==> src/rtl/pipelined_carry_adder_nb_pkg.sv <==
// Shared ALU definitions: default adder geometry, the operation encoding
// and the effective carry-in helper used by the pipelined adder.
package alu_pkg;

  localparam int ALU_DEFAULT_N      = 32;
  localparam int ALU_DEFAULT_STAGES = 4;

  // Operation encoding as {inv_b, carry}.
  typedef enum logic [1:0] {
    OP_ADD  = 2'b00,  // a + b
    OP_ADDC = 2'b01,  // a + b + 1
    OP_SUB  = 2'b10,  // a - b
    OP_SUBB = 2'b11   // a - b - 1
  } op_e;

  // Subtraction is a + ~b + 1, so the user carry is inverted along with B:
  // carry=0 then gives a plain a-b and carry=1 gives a borrow (a-b-1).
  function automatic logic eff_carry_in(input logic carry, input logic inv_b);
    return inv_b ? ~carry : carry;
  endfunction

endpackage

==> src/rtl/pipelined_carry_adder_nb_if.sv <==
// Operand/result handshake bundle for the pipelined adder.
// Flag outputs exist only when PIPELINED_ADDER_FLAGS_EN is defined.
interface pipelined_carry_adder_nb_if #(
  parameter int N = alu_pkg::ALU_DEFAULT_N
);
  logic         valid_i;
  logic         ready_o;
  logic [N-1:0] opa_i;
  logic [N-1:0] opb_i;
  logic         carry_i;
  logic         inv_b_i;
  logic         valid_o;
  logic         ready_i;
  logic [N-1:0] res_o;
  logic         carry_o;
`ifdef PIPELINED_ADDER_FLAGS_EN
  logic         overflow_o;
  logic         zero_o;
`endif

  // Producer/consumer side: drives operations in and accepts results.
  modport master (
    output valid_i, opa_i, opb_i, carry_i, inv_b_i, ready_i,
`ifdef PIPELINED_ADDER_FLAGS_EN
    input  overflow_o, zero_o,
`endif
    input  ready_o, valid_o, res_o, carry_o
  );

  // Adder side.
  modport slave (
    input  valid_i, opa_i, opb_i, carry_i, inv_b_i, ready_i,
`ifdef PIPELINED_ADDER_FLAGS_EN
    output overflow_o, zero_o,
`endif
    output ready_o, valid_o, res_o, carry_o
  );

endinterface

==> src/rtl/pipelined_carry_adder_nb_segment.sv <==
// Carry-chain building blocks: a 1-bit full adder cell and a W-bit ripple
// segment chained from those cells. One segment is resolved per pipe stage.
module full_adder (
  input  logic a,
  input  logic b,
  input  logic ci,
  output logic s,
  output logic co
);
  assign s  = a ^ b ^ ci;
  assign co = (a & b) | (ci & (a ^ b));
endmodule

module adder_segment #(
  parameter int W = 8
) (
  input  logic [W-1:0] a,
  input  logic [W-1:0] b,
  input  logic         ci,
  output logic [W-1:0] s,
  output logic         co
);
  // Each bit keeps its own carry wires so the chain is a plain ripple of cells.
  for (genvar i = 0; i < W; i++) begin : g_bit
    logic w_ci;
    logic w_co;
    if (i == 0) begin : g_lsb
      assign w_ci = ci;
    end else begin : g_chain
      assign w_ci = g_bit[i-1].w_co;
    end
    full_adder u_fa (
      .a  (a[i]),
      .b  (b[i]),
      .ci (w_ci),
      .s  (s[i]),
      .co (w_co)
    );
  end

  assign co = g_bit[W-1].w_co;
endmodule

==> src/rtl/pipelined_carry_adder_nb.sv <==
// Pipelined N-bit adder/subtractor with valid/ready on both sides.
// The carry chain is cut into STAGES segments of SEG bits; stage k finishes
// bits [(k+1)*SEG-1:k*SEG] and passes the remaining operand bits onward.
// Bubbles collapse: a slot loads whenever it is empty or its contents move on.
// Optional signed-overflow/zero flags: define PIPELINED_ADDER_FLAGS_EN.
module pipelined_carry_adder_nb
  import alu_pkg::*;
#(
  parameter int N      = ALU_DEFAULT_N,
  parameter int STAGES = ALU_DEFAULT_STAGES
) (
  input logic                      clk_i,
  input logic                      rst_i,
  pipelined_carry_adder_nb_if.slave bus
);

  localparam int SEG = N / STAGES;

  // Effective B operand and carry-in for the requested operation.
  logic [N-1:0] w_b_eff;
  logic         w_c0;
  assign w_b_eff = bus.inv_b_i ? ~bus.opb_i : bus.opb_i;
  assign w_c0    = eff_carry_in(bus.carry_i, bus.inv_b_i);

  // Slot state. r_a/r_b hold the not-yet-added operand bits shifted down so
  // the next segment always sits at bit 0; r_res holds the finished low bits.
  logic [STAGES-1:0] r_v;
  logic [N-1:0]      r_res [STAGES];
  logic [N-1:0]      r_a   [STAGES];
  logic [N-1:0]      r_b   [STAGES];
  logic              r_c   [STAGES];

  // Per-stage segment inputs/outputs and next-state data.
  logic [SEG-1:0]    w_a_seg   [STAGES];
  logic [SEG-1:0]    w_b_seg   [STAGES];
  logic              w_ci      [STAGES];
  logic [SEG-1:0]    w_s       [STAGES];
  logic              w_co      [STAGES];
  logic [N-1:0]      w_a_nxt   [STAGES];
  logic [N-1:0]      w_b_nxt   [STAGES];
  logic [N-1:0]      w_res_nxt [STAGES];
  logic [STAGES-1:0] w_v_in;

  // Handshake: w_load[k] = slot k may take new contents this cycle,
  // w_adv[k] = something moves into slot k (w_adv[STAGES] = result taken).
  logic [STAGES:0]   w_adv;
  logic [STAGES-1:0] w_load;

  // Ready propagates backwards from the consumer, one slot at a time.
  always_comb begin
    // NOTE: every variable gets a default first so no path can infer a latch.
    w_adv  = '0;
    w_load = '0;
    w_adv[STAGES] = bus.ready_i;
    for (int k = STAGES - 1; k >= 1; k--) begin
      w_load[k] = !r_v[k] || w_adv[k+1];
      w_adv[k]  = r_v[k-1] && w_load[k];
    end
    w_load[0] = !r_v[0] || w_adv[1];
    w_adv[0]  = bus.valid_i && w_load[0];
  end

  for (genvar k = 0; k < STAGES; k++) begin : g_stage
    if (k == 0) begin : g_first
      assign w_a_seg[k]   = bus.opa_i[SEG-1:0];
      assign w_b_seg[k]   = w_b_eff[SEG-1:0];
      assign w_ci[k]      = w_c0;
      assign w_a_nxt[k]   = bus.opa_i >> SEG;
      assign w_b_nxt[k]   = w_b_eff >> SEG;
      assign w_res_nxt[k] = N'(w_s[k]);
      assign w_v_in[k]    = bus.valid_i;
    end else begin : g_next
      assign w_a_seg[k]   = r_a[k-1][SEG-1:0];
      assign w_b_seg[k]   = r_b[k-1][SEG-1:0];
      assign w_ci[k]      = r_c[k-1];
      assign w_a_nxt[k]   = r_a[k-1] >> SEG;
      assign w_b_nxt[k]   = r_b[k-1] >> SEG;
      assign w_res_nxt[k] = r_res[k-1] | (N'(w_s[k]) << (k * SEG));
      assign w_v_in[k]    = r_v[k-1];
    end

    adder_segment #(.W(SEG)) u_seg (
      .a  (w_a_seg[k]),
      .b  (w_b_seg[k]),
      .ci (w_ci[k]),
      .s  (w_s[k]),
      .co (w_co[k])
    );
  end

  // Slot registers: valid follows every load, data only loads with a valid op.
  always_ff @(posedge clk_i or posedge rst_i) begin
    if (rst_i) begin
      // NOTE: data registers are reset too, so res_o/carry_o read 0 after
      // reset instead of a stale sum from a dropped operation.
      r_v <= '0;
      for (int k = 0; k < STAGES; k++) begin
        r_res[k] <= '0;
        r_a[k]   <= '0;
        r_b[k]   <= '0;
        r_c[k]   <= 1'b0;
      end
    end else begin
      // NOTE: non-blocking so each slot samples its predecessor's pre-edge value.
      for (int k = 0; k < STAGES; k++) begin
        if (w_load[k]) begin
          r_v[k] <= w_v_in[k];
          if (w_v_in[k]) begin
            r_res[k] <= w_res_nxt[k];
            r_a[k]   <= w_a_nxt[k];
            r_b[k]   <= w_b_nxt[k];
            r_c[k]   <= w_co[k];
          end
        end
      end
    end
  end

  assign bus.ready_o = w_load[0];
  assign bus.valid_o = r_v[STAGES-1];
  assign bus.res_o   = r_res[STAGES-1];
  assign bus.carry_o = r_c[STAGES-1];

`ifdef PIPELINED_ADDER_FLAGS_EN
  // Operand sign bits ride along with each slot for the overflow decision.
  logic r_amsb [STAGES];
  logic r_bmsb [STAGES];
  logic w_amsb_in [STAGES];
  logic w_bmsb_in [STAGES];
  logic r_ovf;
  logic r_zero;
  logic w_ovf_nxt;

  for (genvar k = 0; k < STAGES; k++) begin : g_msb
    if (k == 0) begin : g_first
      assign w_amsb_in[k] = bus.opa_i[N-1];
      assign w_bmsb_in[k] = w_b_eff[N-1];
    end else begin : g_next
      assign w_amsb_in[k] = r_amsb[k-1];
      assign w_bmsb_in[k] = r_bmsb[k-1];
    end
  end

  assign w_ovf_nxt = (w_amsb_in[STAGES-1] == w_bmsb_in[STAGES-1]) &&
                     (w_res_nxt[STAGES-1][N-1] != w_amsb_in[STAGES-1]);

  // Sign bits move with their slot; flags load together with the final slot.
  always_ff @(posedge clk_i or posedge rst_i) begin
    if (rst_i) begin
      for (int k = 0; k < STAGES; k++) begin
        r_amsb[k] <= 1'b0;
        r_bmsb[k] <= 1'b0;
      end
      r_ovf  <= 1'b0;
      r_zero <= 1'b0;
    end else begin
      for (int k = 0; k < STAGES; k++) begin
        if (w_load[k] && w_v_in[k]) begin
          r_amsb[k] <= w_amsb_in[k];
          r_bmsb[k] <= w_bmsb_in[k];
        end
      end
      if (w_load[STAGES-1] && w_v_in[STAGES-1]) begin
        r_ovf  <= w_ovf_nxt;
        r_zero <= (w_res_nxt[STAGES-1] == '0);
      end
    end
  end

  assign bus.overflow_o = r_ovf;
  assign bus.zero_o     = r_zero;
`endif

endmodule
==> src/flat_wrapper.sv <==
// flat-port wrapper written by rule: the top's interface ports become plain ports
module pipelined_carry_adder_nb_flat import alu_pkg::*;
#(
  parameter int N      = ALU_DEFAULT_N,
  parameter int STAGES = ALU_DEFAULT_STAGES
)
  (clk_i, rst_i, bus_valid_i, bus_opa_i, bus_opb_i, bus_carry_i, bus_inv_b_i, bus_ready_i, bus_ready_o, bus_valid_o, bus_res_o, bus_carry_o);
  pipelined_carry_adder_nb_if #(.N(N)) bus_i ();
  input logic clk_i;
  input logic rst_i;
  input wire logic [$bits(bus_i.valid_i)-1:0] bus_valid_i;
  input wire logic [$bits(bus_i.opa_i)-1:0] bus_opa_i;
  input wire logic [$bits(bus_i.opb_i)-1:0] bus_opb_i;
  input wire logic [$bits(bus_i.carry_i)-1:0] bus_carry_i;
  input wire logic [$bits(bus_i.inv_b_i)-1:0] bus_inv_b_i;
  input wire logic [$bits(bus_i.ready_i)-1:0] bus_ready_i;
  output wire logic [$bits(bus_i.ready_o)-1:0] bus_ready_o;
  output wire logic [$bits(bus_i.valid_o)-1:0] bus_valid_o;
  output wire logic [$bits(bus_i.res_o)-1:0] bus_res_o;
  output wire logic [$bits(bus_i.carry_o)-1:0] bus_carry_o;
  assign bus_i.valid_i = bus_valid_i;
  assign bus_i.opa_i = bus_opa_i;
  assign bus_i.opb_i = bus_opb_i;
  assign bus_i.carry_i = bus_carry_i;
  assign bus_i.inv_b_i = bus_inv_b_i;
  assign bus_i.ready_i = bus_ready_i;
  assign bus_ready_o = bus_i.ready_o;
  assign bus_valid_o = bus_i.valid_o;
  assign bus_res_o = bus_i.res_o;
  assign bus_carry_o = bus_i.carry_o;
  pipelined_carry_adder_nb #(.N(N), .STAGES(STAGES)) u_core (.clk_i(clk_i), .rst_i(rst_i), .bus(bus_i));
endmodule
==> config.mk <==
export PLATFORM = sky130hd
export DESIGN_NAME = pipelined_carry_adder_nb_flat
export DESIGN_NICKNAME = d
export VERILOG_FILES = /design/src/rtl/pipelined_carry_adder_nb_pkg.sv /design/src/rtl/pipelined_carry_adder_nb_if.sv /design/src/rtl/pipelined_carry_adder_nb_segment.sv /design/src/rtl/pipelined_carry_adder_nb.sv /design/src/flat_wrapper.sv
export SDC_FILE = /design/constraint.sdc
export NUM_CORES = 1
export LEC_CHECK = 0
export ABC_AREA = 1
export CAP_MARGIN = 20
export CORE_ASPECT_RATIO = 0.6
export CORE_MARGIN = 2
export CORE_UTILIZATION = 30
export CTS_BUF_LIST = sky130_fd_sc_hd__clkbuf_2
export CTS_CLUSTER_DIAMETER = 60
export DETAILED_ROUTE_END_ITERATION = 7
export HOLD_SLACK_MARGIN = 0.12
export RECOVER_POWER = 100
export SLEW_MARGIN = 20
export SYNTH_ARGS = -nofsm -noshare
export SYNTH_HDL_FRONTEND = slang
export SYNTH_SLANG_ARGS = --single-unit
==> constraint.sdc <==
create_clock -name clk_i -period 8.5 [get_ports clk_i]
set_input_delay 1.7 -clock clk_i [delete_from_list [all_inputs] [get_ports clk_i]]
set_output_delay 1.7 -clock clk_i [all_outputs]
set_load 0.03 [all_outputs]
run_1/layers.png
Scale bar: 50 um.
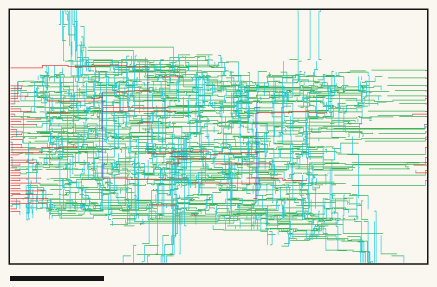
legend:
  blue:
    layer: M4
    wire_length: 143 um
  cyan:
    layer: M2
    wire_length: 6960 um
  red:
    layer: M3
    wire_length: 932 um
  green:
    layer: M1
    wire_length: 12100 um

run_1/floorplan.png
Scale bar: 50 um. Pins as bars on the die edge.
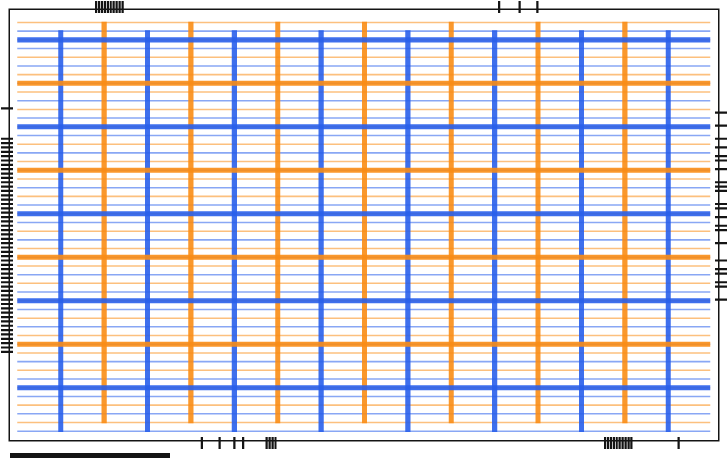
legend:
  blue:
    net: VSS
  orange:
    net: VDD
signal pins: 105
met4 straps: 15
rows: 47
met1 rails: 48
met5 straps: 9
Peak VDD IR: 0.09776 mV
Die W: 221.4 um
area of the core: 0.02770 mm^2

run_1/congestion_map.png
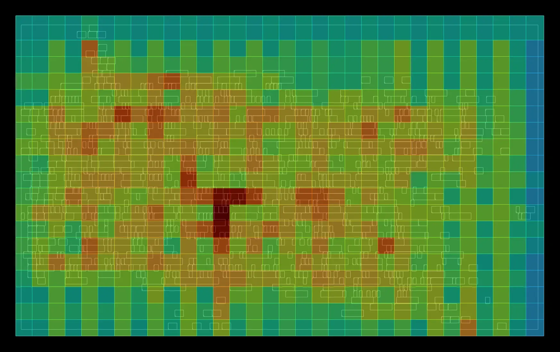
met3 Use GR: 3.330%
GR Util met1: 24.69%
met2 Resource Use GR: 16.32%
Finished Core Util: 35.25%
GR peak layer: met1

-- run 1: state kept, by name, indices dropped and copies added (netlist names) --
| signal | count |
|---|---|
| u_core.bus.res_o | 32 |
| u_core.r_c | 3 |
| u_core.r_res | 48 |
| u_core.r_a | 48 |
| u_core.bus.carry_o | 1 |
| u_core.r_v | 4 |
| u_core.r_b | 48 |
-- run 1: cells by family after synthesis --
| logic type | after synthesis | share of synthesized area [%] |
|---|---|---|
| adders and majority gates | 32 | 7.529 |
| xor gates and xnor gates | 33 | 3.397 |
| and+or+nand+nor | 526 | 26.12 |
| buffers and inverters | 130 | 8.074 |
| DFF | 184 | 54.12 |
| AOI/OAI and AO/OA | 13 | 0.7647 |
-- run 1: Yosys cell counts, drive strengths merged --
master  number
xor2        25
inv         39
a21oi        4
nor2         5
nand3      168
buf         74
fa          32
nand2      352
dfrtp      184
xnor2        8
o21ai        9
clkbuf      17
nand4        1
-- run 1: layout make-up --
class	count	area [um^2]	area share, %
flip-flops and latches	184	4604	47.16
multi-input cells	604	3197	32.74
repair buffers	112	1082	11.09
well taps	367	459.2	4.703
clock inverters	15	187.7	1.922
inverters	39	147.6	1.512
clock buffers	17	85.08	0.8715
-- run 1: worst max-delay path: cells and delay by family --
family        cells  cell delay, ns
fa+ha+maj         8            3.32
simple gates      2            0.15
buf+inv           2            1.57
xor+xnor          1            0.27
-- run 1: metrics by stage --
| step | cell area [um^2] | hold slack (ns) |
|---|---|---|
| 4_1_cts | 9796 | 0.5106 |
| 3_3_place_gp | 9523 | 0.4554 |
| 3_5_place_dp | 9523 | 0.4595 |
| 5_1_grt | 9763 | 0.5198 |
| 2_1_floorplan | 8508 | 0.4419 |
| 6_report | 9763 | 0.5005 |
-- run 1: where the power goes --
part	internal (mW)	total [mW]	switching, mW
clock	0.171	0.491	0.320
sequential	1.17	1.37	0.198
combinational	0.421	1.15	0.725
-- run 1: placed cells by master (no fill, tap or decap), types with 5 or more instances in the layout --
cell               n
nand2_1          352
dfrtp_1          184
nand3_1          168
clkdlybuf4s50_1   65
inv_1             38
dlygate4sd3_1     37
fa_1              32
xor2_1            25
clkbuf_2          17
o21ai_0            9
xnor2_1            8
inv_6              6
buf_4              6
nor2_1             5
-- run 1: routing by layer --
metal  routed length [um]  global-route usage (%)  up-vias
met5                    0                       0        -
met4                  142                   3.000        0
met3                  932                   3.330       10
met2                 6956                   16.32      121
met1                12130                   24.69     2824
li1                     -                       -     2928
-- run 1: worst paths after layout --
path	to	cells past startpoint	from	slack, ns
max	u_core.r_res[103]	13	bus_inv_b_i	2.17
min	u_core.bus.res_o[13]	2	u_core.bus.res_o[13]	0.50
max reg2reg	u_core.r_c[2]	5	u_core.r_v[2]	3.69
min reg2reg	u_core.bus.res_o[13]	2	u_core.bus.res_o[13]	0.50
max in group asynchronous	u_core.r_res[45]	3	rst_i	2.83
min in group asynchronous	u_core.bus.res_o[5]	2	rst_i	2.54
==> metrics.cfg, run 1 <==
[status]
status=complete, but fails checks
violations=max-capacitance violations, max-slew violations

[setup_path]
slowest_delay_ns=1.49
endpoint_kind=flop
worst_setup_path_start_kind=primary input
worstSetupPathType=primary input to flop
slowest_stage=clkbuf_1
cpMostUsedCell=fa_1
cp_max_fo=33
cp_cell_sequence=clkbuf_1 > xnor2_1 > fa_1 > fa_1 > fa_1 > fa_1 > fa_1 > fa_1 > fa_1 > inv_1 > fa_1 > nand3_1 > nand2_1
worstPathRequired_ns=9.18
critPathArrivalTime_ns=7.01

[die]
rows=47
io_pins=105
initCoreUtil_pct=30.72
chip_area_mm2=0.02977

[cts]
clk_latency_ns=0.77
postCtsHoldBufs=0
clock_path_buffers=2
cts-root-buf=clkbuf_2
cts_tree=yes
clock_sinks=184
numCtsBuffers=17
cts.reportedPaths.clkPinSlew_ns=0.26
cts_setup_buffers=0
h-tree-depth=4
cts_resized=0

[yosys]
ys_cells=918
synth_chip_area_mm2=0.008508
syn-instance-count=918
synth_top_area_share_pct=54.12
topCellsByArea=dfrtp_1 (54%), nand2_1 (15%), nand3_1 (9.9%), fa_1 (7.5%), buf_4 (3.6%)
syn_area_mm2=0.008508
ys_ff=184
ys_warn_count=0
ys_types=18
largest_area_cell=dfrtp_1
syn_nets=1020
ys_seq_share_pct=54.12
syn_avg_cell_area_um2=9.268

[drt]
drt.antenna.violating_nets=0
routed_wl_um=20170
drtIter0Drc=405
first_pass_iters=4
post_drt_wl_per_cell_um=15.07
viasPerCell=4.397
vias=5883
drc=0

[grt]
track_usage_pct=14.12
grt_overflow_total=0
grt_pass1_vias=5704
grt_pass1_wl_um=32670
antenna_found_initial=0
grt_max_degree=88

[power_and_ir_drop]
fin_total_pwr_mw=3.007
p_leak_nw=4.971
power_density_mw_per_mm2=308.0

[cells_and_area]
diodes=0
area_growth_syn_to_layout_pct=14.75
fill_cells=2862
fin_cells=1338
drive_above_1_share_pct=4.119
num-nets-final=1060

[placement]
hpwlAfterDp_um=14070
dp_slack_ns=2.301
dp.cells=1306
gp_congestion=0.7687
numPortBuffers=104

[sta]
hold_viol_final=0
rsz0062_at_grt=false
setup_tns_ns=0
setup_viol=0
slew_headroom_pct=-162.5
worstMarginPinSlew_ns=3.915
finClkSkew_ns=0.03289
worst_slack_ns=2.172
fin_crit_sh_pct=74.44
max_freq_mhz=158.0
min_period_ns=6.328
slew_violations=376

[min_path]
hp-class=flop to flop

[flow_run]
warnings=26
maxCapViolations=7

==> run 2: changes to the inputs <==
Clock period 8.5 ns to 5.8 ns, I/O delays scaled along.
run_2/class_map.png
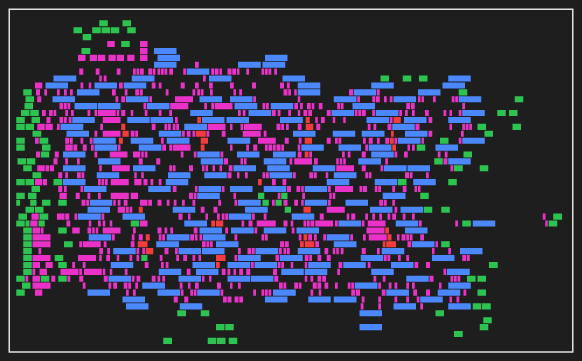
legend:
  red:
    class: clock drivers and dummy loads
    cells: 32
  magenta:
    class: remaining logic cells
    cells: 643
  green:
    class: remaining buffers and delay cells
    cells: 112
  blue:
    class: sequential cells
    cells: 184

==> run 2 against run 1 <==
- the flow still finishes with violations (max-capacitance violations, max-slew violations)
- wire length is 1.9% lower
- sequential share of layout area is 0.22 points higher
- die area stayed put
- highest routed layer unchanged
==> metrics.cfg, run 2 <==
[status]
status=complete, but fails checks  ; unchanged
violations=max-capacitance violations, max-slew violations  ; unchanged

[grt]
track_usage_pct=13.94  ; was 14.12%
grt_pass1_wl_um=32580  ; was 32670 um
grt_max_degree=147  ; was 88
antenna_found_initial=0  ; unchanged
grt_overflow_total=0  ; unchanged
grt_pass1_vias=5746  ; was 5704

[power_and_ir_drop]
p_leak_nw=4.962  ; was 4.971 nW
power_density_mw_per_mm2=443.2  ; was 308.0 mW/mm^2

[sta]
rsz0062_at_grt=false  ; unchanged
max_freq_mhz=214.6
worstMarginPinSlew_ns=1.986  ; was 3.915 ns
finClkSkew_ns=0.04996  ; was 0.03289 ns
hold_viol_final=0  ; unchanged
slew_violations=350  ; was 376
fin_crit_sh_pct=80.35
setup_viol=0  ; unchanged
setup_tns_ns=0  ; unchanged
slew_headroom_pct=-32.42  ; was -162.5%
worst_hold_slack_ns=0.5061  ; was 0.5005 ns
worst_slack_ns=1.140  ; was 2.172 ns
min_period_ns=4.660

[die]
io_pins=105  ; unchanged
chip_area_mm2=0.02977  ; unchanged
coreArea_mm2=0.02770  ; unchanged
rows=47  ; unchanged
chipWidth_um=221.4  ; unchanged
initCoreUtil_pct=30.72  ; unchanged

[cts]
cts_tree=yes  ; unchanged
clock_path_buffers=2  ; unchanged
clock_sinks=184  ; unchanged
clk_latency_ns=0.76  ; was 0.77 ns
cts.reportedPaths.clkPinSlew_ns=0.27  ; was 0.26 ns
postCtsHoldBufs=0  ; unchanged
h-tree-depth=4  ; unchanged
cts-root-buf=clkbuf_2  ; unchanged
numCtsBuffers=17  ; unchanged
cts_resized=0  ; unchanged
cts_setup_buffers=0  ; unchanged

[setup_path]
slowest_delay_ns=0.79  ; was 1.49 ns
worstPathRequired_ns=4.64  ; was 9.18 ns
worstSetupPathType=primary input to output port  ; was primary input to flop
critPathArrivalTime_ns=3.50  ; was 7.01 ns
slowest_stage=dlygate4sd3_1  ; was clkbuf_1
cp_max_fo=60  ; was 33
endpoint_kind=output port  ; was flop
worst_setup_path_start_kind=primary input  ; unchanged
cp_cell_sequence=dlygate4sd3_1 > nor2_1 > nand4_4 > buf_4 > dlygate4sd3_1  ; was clkbuf_1 > xnor2_1 > fa_1 > fa_1 > fa_1 > fa_1 > fa_1 > fa_1 > fa_1 > inv_1 > fa_1 > nand3_1 > nand2_1
cpMostUsedCell=dlygate4sd3_1  ; was fa_1

[drt]
drtIter0Drc=514  ; was 405
routed_wl_um=19790  ; was 20170 um
vias=5891  ; was 5883
viasPerCell=4.403  ; was 4.397
first_pass_iters=7  ; was 4
drc=0  ; unchanged
drt.antenna.violating_nets=0  ; unchanged
post_drt_wl_per_cell_um=14.79  ; was 15.07 um

[yosys]
largest_area_cell=dfrtp_1  ; unchanged
syn_nets=1020  ; unchanged
synth_top_area_share_pct=54.12  ; unchanged
syn-instance-count=918  ; unchanged
synthTopCellsByCount=nand2_1 (347), dfrtp_1 (184), nand3_1 (168), buf_4 (41), inv_1 (39)  ; unchanged
ys_seq_share_pct=54.12  ; unchanged
syn_avg_cell_area_um2=9.268  ; unchanged
ys_ff=184  ; unchanged
topCellsByArea=dfrtp_1 (54%), nand2_1 (15%), nand3_1 (9.9%), fa_1 (7.5%), buf_4 (3.6%)  ; unchanged
ys_types=18  ; unchanged
ys_cells=918  ; unchanged
yosysMostFrequentCell=nand2_1  ; unchanged
ys.flop_type=dfrtp_1  ; unchanged
postSynth.asyncResetShare_pct=100.0  ; unchanged
synth_chip_area_mm2=0.008508  ; unchanged
synth-edff-count=0  ; unchanged
ys_warn_count=0  ; unchanged
syn_area_mm2=0.008508  ; unchanged

[placement]
hpwlAfterDp_um=13740  ; was 14070 um
dp_slack_ns=0.5407  ; was 2.301 ns
numPortBuffers=104  ; unchanged
gp_congestion=0.7638  ; was 0.7687

[cells_and_area]
num-nets-final=1060  ; unchanged
area_growth_syn_to_layout_pct=14.21  ; was 14.75%
top_regs=u_core.r_a (48), u_core.r_b (48), u_core.r_res (48)  ; unchanged
diodes=0  ; unchanged
layout_top_cells=nand2_1 (352), dfrtp_1 (184), nand3_1 (168)  ; unchanged
layout_top_cell=nand2_1  ; unchanged
drive_above_1_share_pct=4.325  ; was 4.119%

[min_path]
hp-class=flop to flop  ; unchanged

[flow_run]
maxCapViolations=5  ; was 7
warnings=28  ; was 26

run_2/floorplan.png
Scale bar: 50 um. Pins as bars on the die edge.
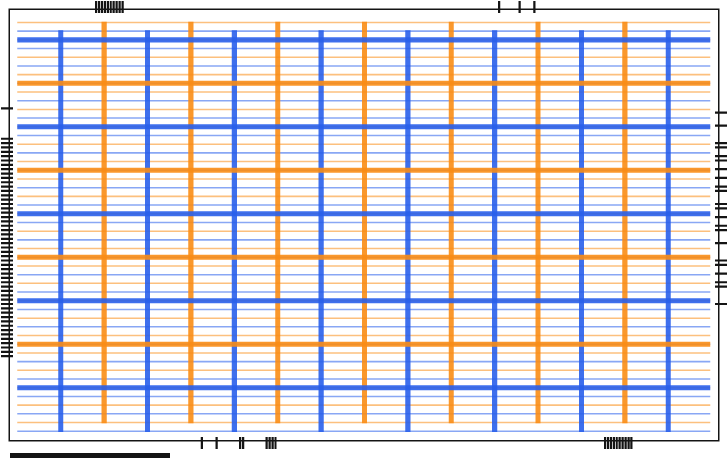
legend:
  blue:
    net: VSS
  orange:
    net: VDD
met4 straps: 15
signal pins: 105
met5 straps: 9
rows: 47
met1 rails: 48
die height: 134.4 um
Peak VDD IR: 0.1577 mV

run 2: cell counts after synthesis:
Identical to the previous run, type by type.
run 2: area by class of cell:
class / count / area, um^2
well taps: 367 / 459.2
clock inverters: 15 / 132.6
clock buffers: 17 / 85.08
fillers: 2892 / 17980
flip-flops and latches: 184 / 4604
repair buffers: 112 / 1091
inverters: 39 / 147.6
multi-input cells: 604 / 3197
run 2: through the flow:
| stage | std cells | total power [mW] | utilization [%] | area [um^2] |
|---|---|---|---|---|
| 2_1_floorplan | 918 | 3.228 | - | 8512 |
| 3_3_place_gp | 1306 | 3.734 | 34.42 | 9534 |
| 3_5_place_dp | 1306 | 3.770 | 34.42 | 9534 |
| 4_1_cts | 1338 | 4.392 | 35.21 | 9752 |
| 5_1_grt | 1338 | 4.659 | 35.08 | 9717 |
| 6_report | 1338 | 4.307 | 35.08 | 9717 |
run 2: path summary, 6_finish.rpt:
| path | from | end | slack, ns | cells past startpoint |
|---|---|---|---|---|
| worst min-delay path | u_core.bus.res_o[26] | u_core.bus.res_o[26] | 0.51 | 2 |
| max in group asynchronous | rst_i | u_core.r_b[38] | 1.85 | 3 |
| min in group asynchronous | rst_i | u_core.r_b[102] | 1.21 | 2 |
| worst min register to register | u_core.bus.res_o[26] | u_core.bus.res_o[26] | 0.51 | 2 |
| worst max-delay path | bus_ready_i | bus_ready_o | 1.14 | 5 |
| worst max register to register | u_core.r_c[2] | u_core.r_res[55] | 1.55 | 12 |
run 2: routing by layer:
layer | vias up | part of all wire [%] | global-route usage (%)
li1 | 2933 | - | -
met1 | 2789 | 60 | 24.78
met2 | 154 | 34 | 15.95
met3 | 15 | 4.6 | 3.133
met4 | 0 | 0.84 | 2.556
met5 | - | 0 | 0
run 2: critical path, delay by kind of cell:
family | cells | cell delay [ns]
buffers and inverters | 3 | 1.67
AND/OR/NAND/NOR | 2 | 0.63
run 2: report_power, final:
part | internal, mW | switching, mW | total [mW] | leakage (nW)
sequential | 1.72 | 0.289 | 2.01 | 2.29
clock | 0.135 | 0.490 | 0.625 | 0.135
combinational | 0.613 | 1.06 | 1.68 | 2.54
run 2: logic make-up (layout without fill, tap and decap cells):
kind of cell / count (synthesis) / after routing / share of synthesized area, %
DFF: 184 / 184 / 54.12
adders and majority gates: 32 / 32 / 7.529
xor gates and xnor gates: 33 / 33 / 3.397
buffers and inverters: 130 / 183 / 8.074
and+or+nand+nor: 526 / 526 / 26.12
AOI/OAI and AO/OA: 13 / 13 / 0.7647
==> run 3: changes to the inputs <==
Clock period 5.8 ns to 3.9 ns, I/O delays scaled along.
run_3/clock_wires.png
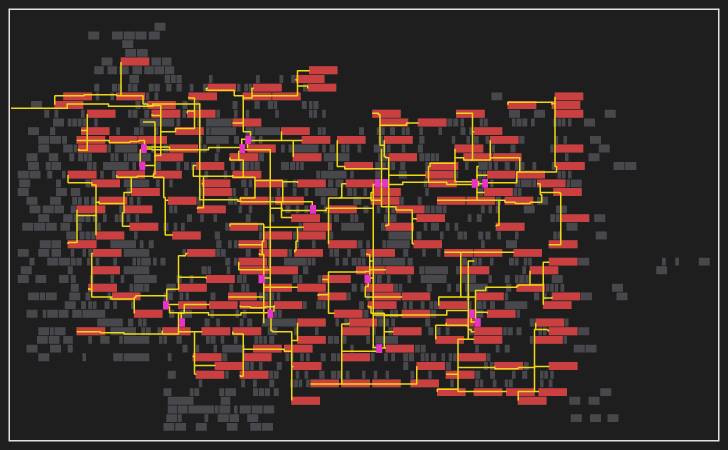
legend:
  magenta:
    item: clock-net drivers
    count: 17
  yellow:
    item: clock wires
    length: 2130 um
  red:
    item: flip-flops
    count: 184
routed clock nets: 18
clock skew: 0.05264 ns
Clk. pwr: 1.01 mW
Latency at later pin: 0.76 ns

==> run 3 against run 2 <==
- the flow still finishes with violations (max-capacitance violations, max-slew violations)
- sequential cell count stayed put
- power is 52% higher
- via count grew 0.93%
- die area unchanged
- sequential share of layout area decreased by 0.74 points
- combinational power increased by 51%
- core utilization up 0.56 points
- critical path depth up 8
- clock-buffer cell count up 1
- clock power is 62% higher
- critical path type is now primary input to flop
- largest cell class unchanged
==> metrics.cfg, run 3 <==
[yosys]
ys_warn_count=0  ; unchanged
syn-instance-count=918  ; unchanged
synth_chip_area_mm2=0.008508  ; unchanged
postSynth.asyncResetShare_pct=100.0  ; unchanged
synth_top_area_share_pct=54.12  ; unchanged
largest_area_cell=dfrtp_1  ; unchanged
ys_ff=184  ; unchanged
topCellsByArea=dfrtp_1 (54%), nand2_1 (15%), nand3_1 (9.9%), fa_1 (7.5%), buf_4 (3.6%)  ; unchanged
syn_area_mm2=0.008508  ; unchanged
ys_types=18  ; unchanged
synth-edff-count=0  ; unchanged
ys_cells=918  ; unchanged
syn_avg_cell_area_um2=9.268  ; unchanged
ys_seq_share_pct=54.12  ; unchanged

[drt]
drtIter0Drc=388  ; was 514
drt.antenna.violating_nets=0  ; unchanged
viasPerCell=4.408  ; was 4.403
routed_wl_um=20280  ; was 19790 um
drc=0  ; unchanged
vias=5946  ; was 5891

[placement]
gp_congestion=0.7761  ; was 0.7638
hpwlAfterDp_um=14620  ; was 13740 um
numPortBuffers=104  ; unchanged
placed_area_mm2=0.009711  ; was 0.009534 mm^2

[sta]
setup_tns_ns=0  ; unchanged
hold_viol_final=0  ; unchanged
fin_crit_sh_pct=97.93
min_period_ns=3.819
worst_hold_slack_ns=0.4631  ; was 0.5061 ns
setup_viol=0  ; unchanged
slew_headroom_pct=-11.00  ; was -32.42%
max_freq_mhz=261.8
slew_violations=30  ; was 350

[power_and_ir_drop]
seqPwrFrac_pct=45.9  ; was 46.6%
pwr-share-clk_pct=15.5  ; was 14.5%
p_comb_share_pct=38.7  ; was 38.9%
p_sw_mw=2.721  ; was 1.841 mW
power_density_mw_per_mm2=661.9  ; was 443.2 mW/mm^2
worst_ir_drop_vdd_mv=0.2366  ; was 0.1577 mV
p_leak_nw=5.000  ; was 4.962 nW
intPower_mw=3.812  ; was 2.466 mW
fin_total_pwr_mw=6.533  ; was 4.307 mW

[setup_path]
cp_max_fo=1  ; was 60
cp_num_buf_inv=2  ; was 3
worstPathRequired_ns=4.54  ; was 4.64 ns
regToRegSetupSlack_ns=0.11  ; was 1.55 ns
slowest_stage=fa_1  ; was dlygate4sd3_1
worstSetupPathType=primary input to flop  ; was primary input to output port
ff2ff_path_depth=12  ; unchanged
r2r_start=u_core.r_c[1]  ; was u_core.r_c[2]
slowest_delay_ns=0.43  ; was 0.79 ns
crit_family=adder cells  ; was buffers and inverters
critPathArrivalTime_ns=4.46  ; was 3.50 ns
rr_endpoint=u_core.bus.res_o[31]  ; was u_core.r_res[55]

[cells_and_area]
num-nets-final=1071  ; was 1060
comb_area_mm2=0.003229  ; was 0.003197 mm^2
diodes=0  ; unchanged
layout_top_cells=nand2_1 (351), dfrtp_1 (184), nand3_1 (168)  ; was nand2_1 (352), dfrtp_1 (184), nand3_1 (168)
fin_cells=1349  ; was 1338
seq_area_mm2=0.004604  ; unchanged
top_regs=u_core.r_a (48), u_core.r_b (48), u_core.r_res (48)  ; unchanged
layout_top_cell=nand2_1  ; unchanged
fill_cells=2835  ; was 2892
stdcell_area_mm2=0.009871  ; was 0.009717 mm^2
area_growth_syn_to_layout_pct=16.01  ; was 14.21%

[flow_run]
maxCapViolations=1  ; was 5
warnings=27  ; was 28

[cts]
cts-root-buf=clkbuf_2  ; unchanged
clock_sinks=184  ; unchanged
numCtsBuffers=17  ; unchanged

[die]
initCoreUtil_pct=30.72  ; unchanged
chipWidth_um=221.4  ; unchanged
chip_area_mm2=0.02977  ; unchanged
die_h_um=134.4  ; unchanged
coreArea_mm2=0.02770  ; unchanged

[grt]
antenna_found_initial=0  ; unchanged
grt_max_degree=60  ; was 147
grt_pass1_wl_um=33420  ; was 32580 um
grt_overflow_total=0  ; unchanged

[min_path]
holdPathEnd=u_core.r_b[101]  ; was u_core.bus.res_o[26]
hp-start=bus_valid_i  ; was u_core.bus.res_o[26]
hold_depth=3  ; was 2
hp-class=primary input to flop  ; was flop to flop

[status]
violations=max-capacitance violations, max-slew violations  ; unchanged
status=complete, but fails checks  ; unchanged

run_3/congestion_map.png
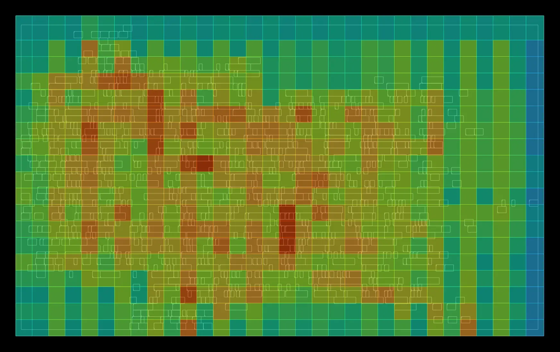
DR WL/cell: 15.03 um
met2 Resource Use GR: 17.00%
GR Util met1: 25.07%
met3 Use GR: 2.870%

run 3: cell counts after synthesis:
Identical to the previous run, type by type.
run 3: cell type report:
| cell class | instances | area share (%) |
|---|---|---|
| clock inverter | 14 | 1.635 |
| multi-input combinational | 604 | 32.72 |
| timing repair buffer | 123 | 11.94 |
| clock buffer | 18 | 0.9127 |
| inverter | 39 | 1.496 |
| sequential | 184 | 46.65 |
| tap | 367 | 4.652 |
run 3: metal layers:
| layer | global-route usage, % | part of all wire (%) | vias up | wire (um) |
|---|---|---|---|---|
| met4 | 2.444 | 0.65 | 0 | 131 |
| met2 | 17.00 | 35 | 136 | 7126 |
| li1 | - | - | 2961 | - |
| met3 | 2.870 | 4.3 | 11 | 880 |
| met5 | 0 | 0 | - | 0 |
| met1 | 25.07 | 60 | 2838 | 12140 |
run 3: kinds of logic after synthesis:
kind of cell             Yosys count  synth area share, %
XOR/XNOR                          33                3.397
adder cells (fa/ha/maj)           32                7.529
AND-OR/OR-AND                     13               0.7647
AND/OR/NAND/NOR                  526                26.12
flip-flops                       184                54.12
buffers and inverters            130                8.074
run 3: stage by stage:
stage / utilization, % / setup WS [ns]
2_1_floorplan: - / -0.3426
3_3_place_gp: 35.06 / -0.6907
3_5_place_dp: 35.06 / -0.7181
4_1_cts: 36.01 / 0.02059
5_1_grt: 35.64 / -0.004776
6_report: 35.64 / 0.08081
run 3: repair_timing:
action,in CTS,in global routing
setup buffers,0,1
pin swaps,2,2
hold buffers,0,0
gates resized,5,5
endpoints found under the setup margin,2,3
gates cloned,0,0
run 3: how the worst max path moves through the flow:
| stage | startpoint | endpoint | slack (ns) | depth (start not counted) |
|---|---|---|---|---|
| after global placement | bus_opb_i[0] | u_core.r_res[103] | -0.69 | 13 |
| after detailed placement | bus_opb_i[0] | u_core.r_res[103] | -0.72 | 13 |
| final | bus_opb_i[0] | u_core.r_res[103] | 0.08 | 13 |
| after floorplan | bus_inv_b_i | u_core.r_res[103] | -0.34 | 14 |
| after global routing | u_core.r_c[1] | u_core.bus.res_o[31] | -0.005 | 12 |
| after CTS | u_core.r_c[2] | u_core.r_res[55] | 0.02 | 12 |
run 3: worst min-delay path, stage by stage:
cell and delay (ns):
buf_2 0.25, nand3_1 0.14, nand2_1 0.05
run 3: power by group through the flow:
stage / registers [mW] / logic, mW / clock network, mW
after floorplan: 2.90 / 1.92 / 0
after global placement: 3.02 / 2.59 / 0
after detailed placement: 3.05 / 2.62 / 0
after CTS: 3.00 / 2.64 / 1.04
after global routing: 3.07 / 2.89 / 1.13
final: 3.00 / 2.53 / 1.01
Power is estimated from default activity; no workload was simulated.
